==> config.mk <==
export PLATFORM = sky130hd
export DESIGN_NAME = load_store_unit_flat
export DESIGN_NICKNAME = d
export VERILOG_FILES = /design/src/rtl/lsu_pkg.sv /design/src/rtl/lsu_mem_if.sv /design/src/rtl/lsu_align.sv /design/src/rtl/load_store_unit.sv /design/src/flat_wrapper.sv
export SDC_FILE = /design/constraint.sdc
export NUM_CORES = 1
export LEC_CHECK = 0
export CORE_UTILIZATION = 44
export DETAILED_ROUTE_END_ITERATION = 8
export GPL_TIMING_DRIVEN = 0
export PLACE_DENSITY = 0.88
export SLEW_MARGIN = 40
export SYNTH_ARGS = -nofsm -noshare
export SYNTH_HDL_FRONTEND = slang
export SYNTH_SLANG_ARGS = --single-unit
==> constraint.sdc <==
create_clock -name clk -period 2.2 [get_ports clk]
set_clock_uncertainty 0.05 [all_clocks]
set_input_delay 0.44 -clock clk [delete_from_list [all_inputs] [get_ports clk]]
set_output_delay 0.44 -clock clk [all_outputs]
set_load 0.01 [all_outputs]
==> src/rtl/lsu_pkg.sv <==
// lsu_pkg: funct3 codes, FSM state type and access fault check shared by the load/store unit
package lsu_pkg;
  localparam logic [2:0] LSU_B  = 3'b000;
  localparam logic [2:0] LSU_H  = 3'b001;
  localparam logic [2:0] LSU_W  = 3'b010;
  localparam logic [2:0] LSU_BU = 3'b100;
  localparam logic [2:0] LSU_HU = 3'b101;
  typedef enum logic [2:0] {IDLE, REQ, RESP, DONE, FAULT} state_t;
  // funct3[1:0] encodes size for both loads and stores; bit 2 is only legal on byte/half loads
  function automatic logic lsu_fault(input logic ld, input logic [2:0] f3, input logic [1:0] a);
    return (ld ? (f3 == 3'b011 || f3[2:1] == 2'b11) : (f3[2] || f3[1:0] == 2'b11))
        || (f3[1:0] == 2'b01 && a[0]) || (f3[1:0] == 2'b10 && a != 2'b00);
  endfunction
endpackage

==> src/rtl/lsu_mem_if.sv <==
// lsu_mem_if: data-memory request/grant/response bus
//   master drives req/we/addr/wdata/wstrb; slave returns gnt/rvalid/rdata
interface lsu_mem_if;
  logic        mem_req;
  logic        mem_we;
  logic [31:0] mem_addr;
  logic [31:0] mem_wdata;
  logic [3:0]  mem_wstrb;
  logic        mem_gnt;
  logic        mem_rvalid;
  logic [31:0] mem_rdata;
  modport master(output mem_req, mem_we, mem_addr, mem_wdata, mem_wstrb, input mem_gnt, mem_rvalid, mem_rdata);
  modport slave(input mem_req, mem_we, mem_addr, mem_wdata, mem_wstrb, output mem_gnt, mem_rvalid, mem_rdata);
endinterface

==> src/rtl/lsu_align.sv <==
// lsu_align: store lane replication/strobes and load shift/extension
//   funct3/offset select lanes; store_data -> wdata/wstrb; rdata -> ldata
module lsu_align
  import lsu_pkg::*;
(
  input  logic [2:0]  funct3,
  input  logic [1:0]  offset,
  input  logic [31:0] store_data,
  input  logic [31:0] rdata,
  output logic [31:0] wdata,
  output logic [3:0]  wstrb,
  output logic [31:0] ldata
);
  logic [31:0] sh;
  always_comb begin
    sh = rdata >> {offset, 3'b000};
    wdata = funct3[1:0] == 2'b00 ? {4{store_data[7:0]}} : funct3[1:0] == 2'b01 ? {2{store_data[15:0]}} : store_data;
    wstrb = funct3[1:0] == 2'b00 ? 4'b0001 << offset : funct3[1:0] == 2'b01 ? (offset[1] ? 4'b1100 : 4'b0011) : 4'b1111;
    ldata = funct3 == LSU_B  ? {{24{sh[7]}}, sh[7:0]} :
            funct3 == LSU_H  ? {{16{sh[15]}}, sh[15:0]} :
            funct3 == LSU_BU ? {24'b0, sh[7:0]} :
            funct3 == LSU_HU ? {16'b0, sh[15:0]} : rdata;
  end
endmodule

==> src/rtl/load_store_unit.sv <==
// load_store_unit: RV32I data-memory access engine
//   clk/rst_n; start/is_load/is_store/funct3/address/store_data from execute;
//   busy/done/fault/load_data to the core; mem is the data-memory bus master
module load_store_unit
  import lsu_pkg::*;
(
  input  logic        clk,
  input  logic        rst_n,
  input  logic        start,
  input  logic        is_load,
  input  logic        is_store,
  input  logic [2:0]  funct3,
  input  logic [31:0] address,
  input  logic [31:0] store_data,
  output logic        busy,
  output logic        done,
  output logic        fault,
  output logic [31:0] load_data,
  lsu_mem_if.master   mem
);
  state_t state, state_n;
  logic [31:0] addr_q, sd_q, wdata, ldata;
  logic [2:0] f3_q;
  logic [3:0] wstrb;
  logic ld_q, go, bad;
  assign go  = start && (is_load ^ is_store);
  assign bad = lsu_fault(is_load, funct3, address[1:0]);
  lsu_align u_align (
    .funct3(f3_q), .offset(addr_q[1:0]), .store_data(sd_q), .rdata(mem.mem_rdata),
    .wdata(wdata), .wstrb(wstrb), .ldata(ldata)
  );
  always_ff @(posedge clk or negedge rst_n)
    if (!rst_n) state <= IDLE;
    else state <= state_n;
  always_comb begin
    state_n = state;
    case (state)
      IDLE:    state_n = go ? (bad ? FAULT : REQ) : IDLE;
      REQ:     state_n = mem.mem_gnt ? (ld_q ? RESP : DONE) : REQ;
      RESP:    state_n = mem.mem_rvalid ? DONE : RESP;
      default: state_n = IDLE;
    endcase
  end
  always_ff @(posedge clk or negedge rst_n)
    if (!rst_n) begin
      addr_q    <= '0;
      sd_q      <= '0;
      f3_q      <= '0;
      ld_q      <= 1'b0;
      load_data <= '0;
    end else begin
      if (state == IDLE && go && !bad) begin
        addr_q <= address;
        sd_q   <= store_data;
        f3_q   <= funct3;
        ld_q   <= is_load;
      end
      if (state == RESP && mem.mem_rvalid) load_data <= ldata;
    end
  // outputs decode only registered state, so they are glitch-free and drop with reset
  assign busy           = state != IDLE;
  assign done           = state == DONE || state == FAULT;
  assign fault          = state == FAULT;
  assign mem.mem_req    = state == REQ;
  assign mem.mem_we     = mem.mem_req && !ld_q;
  assign mem.mem_addr   = mem.mem_req ? {addr_q[31:2], 2'b00} : '0;
  assign mem.mem_wdata  = mem.mem_we ? wdata : '0;
  assign mem.mem_wstrb  = mem.mem_we ? wstrb : '0;
endmodule

==> src/flat_wrapper.sv <==
// flat-port wrapper written by rule: the top's interface ports become plain ports
module load_store_unit_flat import lsu_pkg::*;
  (clk, rst_n, start, is_load, is_store, funct3, address, store_data, busy, done, fault, load_data, mem_mem_req, mem_mem_we, mem_mem_addr, mem_mem_wdata, mem_mem_wstrb, mem_mem_gnt, mem_mem_rvalid, mem_mem_rdata);
  lsu_mem_if mem_i ();
  input  logic clk;
  input  logic rst_n;
  input  logic start;
  input  logic is_load;
  input  logic is_store;
  input  logic [2:0] funct3;
  input  logic [31:0] address;
  input  logic [31:0] store_data;
  output logic busy;
  output logic done;
  output logic fault;
  output logic [31:0] load_data;
  output wire logic [$bits(mem_i.mem_req)-1:0] mem_mem_req;
  output wire logic [$bits(mem_i.mem_we)-1:0] mem_mem_we;
  output wire logic [$bits(mem_i.mem_addr)-1:0] mem_mem_addr;
  output wire logic [$bits(mem_i.mem_wdata)-1:0] mem_mem_wdata;
  output wire logic [$bits(mem_i.mem_wstrb)-1:0] mem_mem_wstrb;
  input wire logic [$bits(mem_i.mem_gnt)-1:0] mem_mem_gnt;
  input wire logic [$bits(mem_i.mem_rvalid)-1:0] mem_mem_rvalid;
  input wire logic [$bits(mem_i.mem_rdata)-1:0] mem_mem_rdata;
  assign mem_mem_req = mem_i.mem_req;
  assign mem_mem_we = mem_i.mem_we;
  assign mem_mem_addr = mem_i.mem_addr;
  assign mem_mem_wdata = mem_i.mem_wdata;
  assign mem_mem_wstrb = mem_i.mem_wstrb;
  assign mem_i.mem_gnt = mem_mem_gnt;
  assign mem_i.mem_rvalid = mem_mem_rvalid;
  assign mem_i.mem_rdata = mem_mem_rdata;
  load_store_unit u_core (.clk(clk), .rst_n(rst_n), .start(start), .is_load(is_load), .is_store(is_store), .funct3(funct3), .address(address), .store_data(store_data), .busy(busy), .done(done), .fault(fault), .load_data(load_data), .mem(mem_i));
endmodule
==> results.json, run 1 <==
{
  "cts_tree": "built",
  "yosys_most_used_dff": "dfrtp_1",
  "min_period_ps": 2290,
  "warning_count": 28,
  "grt_antenna_before_repair": 0,
  "power_switching_mw": 4.19,
  "drv_cap": 0,
  "status": "finished, violations left",
  "finalNetCount": 854,
  "cp.required_ps": 2380,
  "n_antenna_cell": 0,
  "syn_area_per_cell_um2": 10.7,
  "fin_ws_ps": -87.7,
  "path_cells": "buf_6 -> or3_4 -> or3b_4 -> nor2_4 -> buf_8 -> buf_12 -> mux2_4",
  "critPathBufInv": 3,
  "reg2reg_slack_ps": -90,
  "min_from": "u_core.load_data[3]",
  "worstReg2RegEnd": "u_core.addr_q[4]",
  "ys_warn_count": 0,
  "layout-area-overhead-vs-synth_pct": 65.9,
  "yosys_area_um2": 5250,
  "final_antenna_net_count": 0,
  "cts_resized": 395,
  "reg2reg_depth": 7,
  "place.detailed.hpwl_um": 11900,
  "clock_sinks": 103,
  "grt_pass1_vias": 5457,
  "layout-drive-gt1-share": 0.365,
  "top_cell": "dfrtp_1",
  "slowest_stage": "dfrtp_1",
  "routedWlPerCell_um": 20.6,
  "synth.logic.top_family": "multiplexers",
  "drc": 28,
  "instances_no_fill": 896,
  "synth-simple-area-share": 0.163,
  "path_delay_family": "simple AND/OR/NAND/NOR gates",
  "period_used_share": 1.04,
  "rows": 39,
  "mux_share": 0.204,
  "comb_power_share": 0.532,
  "vias": 5028,
  "largest_area_cell": "dfrtp_1",
  "p_seq_frac": 0.311,
  "wl_um": 18400,
  "ys_cells": 491,
  "aoi_share": 0.102,
  "crit_end": "u_core.addr_q[4]",
  "violations": "design-rule violations, negative setup slack",
  "place_area_um2": 7550,
  "place_inst": 844,
  "top_power_group": "combinational logic",
  "p_seq_mw": 3.56,
  "crit_fanout": 7,
  "min_path_cells": 1,
  "grt-ovfl-total": 0,
  "power.clock.fraction": 0.156,
  "common_cells": "dfrtp_1, mux2_2, nand2_1, nor2_1, and2_1",
  "gp_congestion": 0.922,
  "die.size.y_um": 111,
  "grt_max_degree": 75,
  "rsz0062_at_grt": "yes",
  "drtPass1Iterations": 7,
  "peakVddDrop_mv": 0.739,
  "clk_latency_ps": 340,
  "final_cell_mix": "clkdlybuf4s50_1, dfrtp_1, mux2_4, buf_2, nand2_1",
  "hold_buffers": 1,
  "cts-root-buf": "clkbuf_16",
  "drtIter0Drc": 324,
  "async_reset_ff_frac": 1.00,
  "die_area_um2": 12400,
  "ys_seq_elements": 103,
  "cp-startpoint": "u_core.state[0]",
  "startpoint_type": "flip-flop",
  "layout_top_cell": "clkdlybuf4s50_1",
  "r2r_start": "u_core.state[0]",
  "port_buffers": 208,
  "power.leakage_nw": 3.95,
  "dp_slack_ps": -915,
  "crit_path_end_kind": "flip-flop",
  "synthTopCellsByArea": "dfrtp_1, mux2_2, and2_1, mux2i_1, a21oi_1",
  "top_regs": "u_core.addr_q (32), u_core.load_data (32), u_core.sd_q (32)",
  "comb-power_mw": 6.09,
  "hold-worst-slack_ps": 444,
  "min_to": "u_core.load_data[3]",
  "edf_count": 0,
  "synth_cell_type_count": 43,
  "p_per_area_nw_per_um2": 1320,
  "synth_seq_share": 0.491,
  "setup_viol": 108,
  "h-tree-depth": 3,
  "grt_usage": 0.298,
  "tightest_slew_ps": 770,
  "max_slew_margin": 0.479,
  "synth_area_um2": 5250,
  "final_area_um2": 8700,
  "total_power_mw": 11.4,
  "synthCells": 491,
  "hold_path.class": "reg -> reg",
  "synthXorXnorAreaFrac": 0.00167,
  "synth_top_area_share": 0.491,
  "grt_first_pass_wirelength_um": 28900,
  "postCtsSetupBuffers": 36,
  "core-area_um2": 11500,
  "io_pins": 211,
  "switching_share": 0.366,
  "via_per_inst": 5.61,
  "hold_viol": 0,
  "initCoreUtil": 0.455,
  "max_freq_ghz": 0.437,
  "fillers": 787,
  "cp.depth": 7,
  "die-width_um": 111,
  "slew_viol_final": 0,
  "clockBufferDepth": 2,
  "cp.arrival_ps": 2470,
  "max_stage_delay_ps": 400,
  "p_int_mw": 7.26,
  "finalSetupTns_ps": -5230,
  "path_clk_slew_ps": 70,
  "adder_share": 0,
  "finish.utilization": 0.756,
  "path_class": "reg -> reg"
}
-- run 1: cell type report --
type,instances,area [µm²],area share
buffer,27,243,0.0279
sequential,103,2580,0.297
multi-input combinational,349,2900,0.334
clock inverter,5,78.8,0.00906
timing repair buffer,256,2450,0.281
inverter,2,16.3,0.00187
clock buffer,11,253,0.0290
tap,143,179,0.0206
-- run 1: metal layers --
| metal | vias to the layer above | part of all wire | track usage |
|---|---|---|---|
| li1 | 2232 | - | - |
| met1 | 2501 | 0.39 | 0.352 |
| met2 | 249 | 0.51 | 0.530 |
| met5 | - | 0 | 0 |
| met4 | 0 | 0.024 | 0.0910 |
| met3 | 46 | 0.070 | 0.0749 |
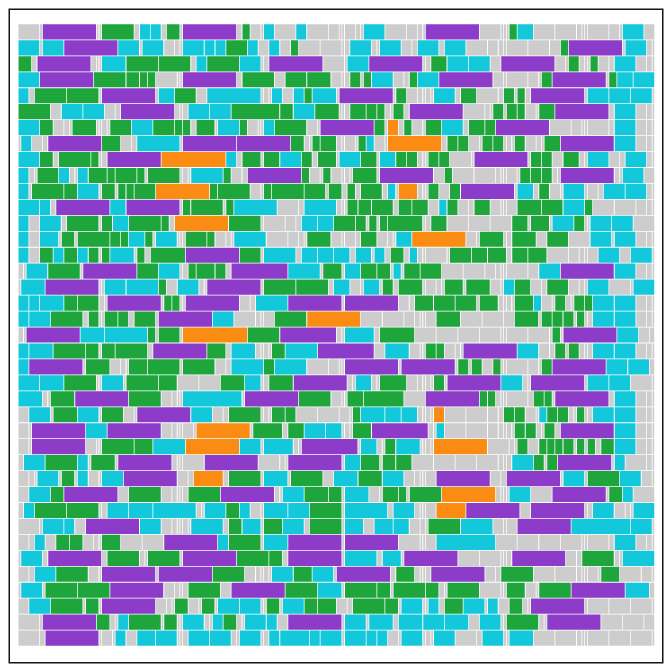
run_1/placement_by_type.png
Fill, decap, tap and diode cells in gray.
[other buffers and delay cells] cyan | cells: 283 | share of their area: 32%
[flops] purple | cells: 103 | share of their area: 30%
[combinational and other logic] green | cells: 351 | share of their area: 34%
[clock drivers and dummy loads] orange | cells: 16 | share of their area: 3.9%

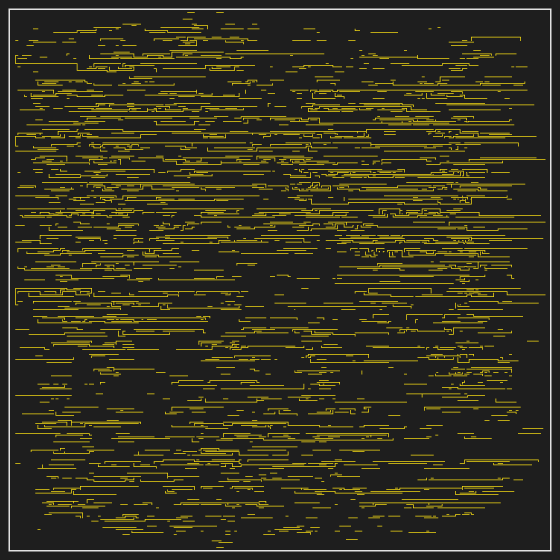
run_1/layer_met1.png
longest straight run: 39.1 µm
share of all routed wire: 39%
main direction: horizontal

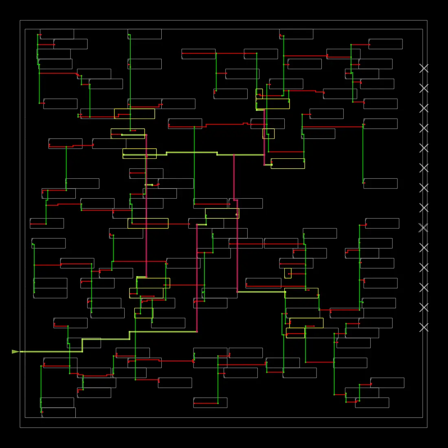
run_1/clocks.png
total CTS buffers: 9
CLK BUF: 11
flip-flops: 103
Clock Power: 1.79 mW

run_1/metal_density.png
Scale bar: 20 µm. The die is cut into 22 by 22 equal tiles; dark blue is low, red is high, scaled to the fullest tile. Values are wire area over tile area, all layers added.
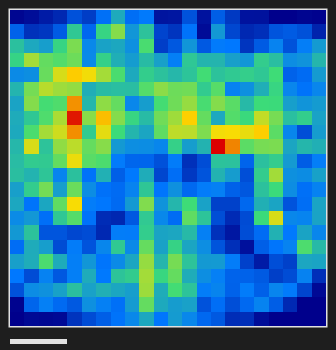

==> run 1 -> run 2 <==
--- a/config.mk
+++ b/config.mk
@@ -5,10 +5,10 @@
 export SDC_FILE = /design/constraint.sdc
 export NUM_CORES = 1
 export LEC_CHECK = 0
-export CORE_UTILIZATION = 44
+export CORE_UTILIZATION = 47
 export DETAILED_ROUTE_END_ITERATION = 8
 export GPL_TIMING_DRIVEN = 0
-export PLACE_DENSITY = 0.88
+export PLACE_DENSITY = 0.93
 export SLEW_MARGIN = 40
 export SYNTH_ARGS = -nofsm -noshare
 export SYNTH_HDL_FRONTEND = slang
==> constraint.sdc (replaced) <==
create_clock -name clk -period 2.9 [get_ports clk]
set_clock_uncertainty 0.05 [all_clocks]
set_input_delay 0.58 -clock clk [delete_from_list [all_inputs] [get_ports clk]]
set_output_delay 0.58 -clock clk [all_outputs]
set_load 0.01 [all_outputs]
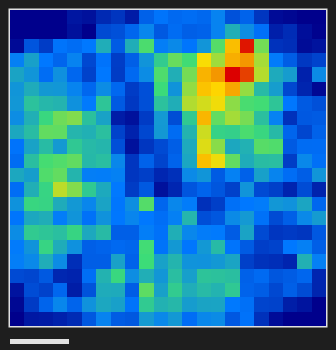
run_2/metal_density.png
Scale bar: 20 µm. The die is cut into 22 by 22 equal tiles; dark blue is low, red is high, scaled to the fullest tile. Values are wire area over tile area, all layers added.
emptiest ninth of the die: bottom right
mean over tiles: 0.23
nearly empty tiles: 4.1%
densest ninth of the die: left middle
tiles over half the peak: 12%
fullest tile: 0.80

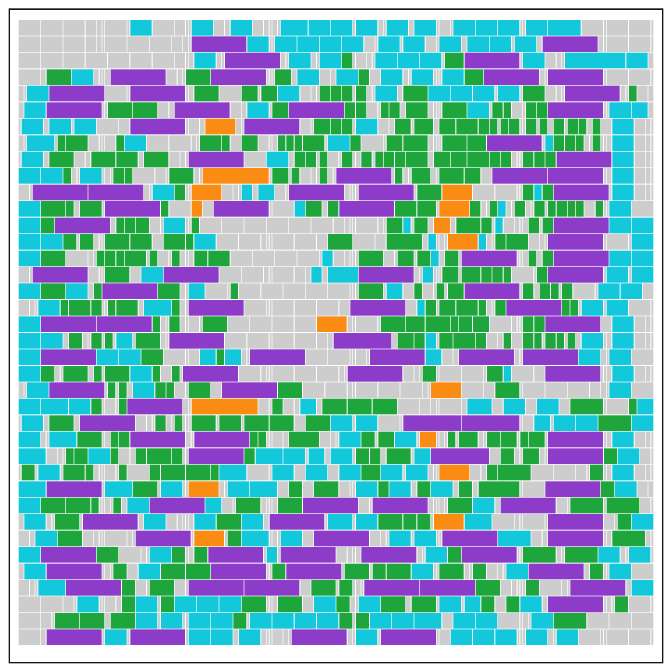
run_2/placement_by_type.png
Fill, decap, tap and diode cells in gray.
[flops] purple | cells: 103 | share of their area: 33%
[combinational and other logic] green | cells: 351 | share of their area: 33%
[other buffers and delay cells] cyan | cells: 245 | share of their area: 31%
[clock drivers and dummy loads] orange | cells: 16 | share of their area: 3.0%

==> run 2 against run 1 <==
  * The flow now finishes without violations
  * Critical path depth is 2 lower
  * Register-to-register slack better by 670 ps
  * Synthesized cell count did not move
  * Worst setup slack improved by 130 ps
  * Largest power group unchanged
  * Worst hold slack got worse by 400 ps
  * Core utilization shrank 2.7 points
  * Non-clock buffer count decreased by 38
  * Clock power is 43% lower
  * Critical path type is now reg -> out
==> results.json, run 2 <==
{
  "status": "finished clean",
  "h-tree-depth": 3,
  "gp_congestion": 0.882,
  "regArea_um2": 2580,
  "crit_path_end_kind": "primary output",
  "power.clock.fraction": 0.138,
  "drv_cap": 0,
  "n_tap_cell": 140,
  "comb_area_um2": 2510,
  "grt_max_degree": 57,
  "final_antenna_net_count": 0,
  "p_per_area_nw_per_um2": 942,
  "synth-simple-area-share": 0.163,
  "vias": 4774,
  "async_reset_ff_frac": 1.00,
  "pg_clk_mw": 1.02,
  "p_seq_frac": 0.356,
  "rsz0062_at_grt": "yes",
  "layout-drive-gt1-share": 0.189,
  "max_slew_margin": 0.444,
  "cp.required_ps": 2270,
  "warning_count": 27,
  "initCoreUtil": 0.484,
  "die.size.y_um": 108,
  "met2_length_um": 8350,
  "grt_first_pass_wirelength_um": 25600,
  "instances_no_fill": 855,
  "top_regs": "u_core.addr_q (32), u_core.load_data (32), u_core.sd_q (32)",
  "via_per_inst": 5.58,
  "critPathBufInv": 2,
  "synthXorXnorAreaFrac": 0.00167,
  "tightest_slew_ps": 822,
  "drc": 0,
  "synth.logic.top_family": "multiplexers",
  "top_power_group": "combinational logic",
  "power.leakage_nw": 3.53,
  "cp.arrival_ps": 2230,
  "ys_warn_count": 0,
  "ys_cells": 491,
  "reg2reg_slack_ps": 580,
  "fillers": 787,
  "slew_viol_final": 0,
  "grt_antenna_before_repair": 0,
  "place_area_um2": 7540,
  "max_freq_ghz": 0.350,
  "comb_share": 0.318,
  "flop-count": 103,
  "grt_usage": 0.291,
  "n_antenna_cell": 0,
  "max_stage_delay_ps": 560,
  "common_cells": "dfrtp_1, mux2_2, nand2_1, nor2_1, and2_1",
  "total_power_mw": 7.44,
  "final_cell_mix": "clkdlybuf4s50_1, dfrtp_1, mux2_2, nand2_1, and2_1",
  "drtIter0Drc": 283,
  "hold_viol": 0,
  "buffers": 245,
  "nonClkBufAreaFrac": 0.302,
  "inv_count": 2,
  "finalSetupTns_ps": 0,
  "clock_sinks": 103,
  "hold_path.class": "in -> async",
  "cts_tree": "built",
  "seq_share": 0.327,
  "edf_count": 0,
  "top_layer_used": "met4",
  "yosys_area_um2": 5250,
  "yosys_most_used_dff": "dfrtp_1",
  "synth_top_area_share": 0.491,
  "path_class": "reg -> out",
  "aoi_share": 0.102,
  "use_met2": 0.500,
  "hold_buffers": 0,
  "grt_util_met1": 0.342,
  "p_seq_mw": 2.65
}
==> run 2: cell counts after synthesis <==
No cell type changed its count.
==> run 2: final timing paths <==
| path | start | to | cells past startpoint |
|---|---|---|---|
| max | u_core.state[1] | mem_mem_wdata[15] | 5 |
| min | rst_n | u_core.load_data[25] | 1 |
| max reg2reg | u_core.state[1] | u_core.addr_q[7] | 6 |
| min reg2reg | u_core.load_data[7] | u_core.load_data[7] | 2 |
| max in group asynchronous | rst_n | u_core.load_data[4] | 2 |
| min in group clk | u_core.load_data[7] | u_core.load_data[7] | 2 |
==> run 2: repair_timing <==
action                     CTS  global route
gates resized               24            32
gates cloned                 0             0
pin swaps                    1             1
setup endpoints to repair   68            62
setup buffers                1             2
Power and IR drop assume default switching activity.
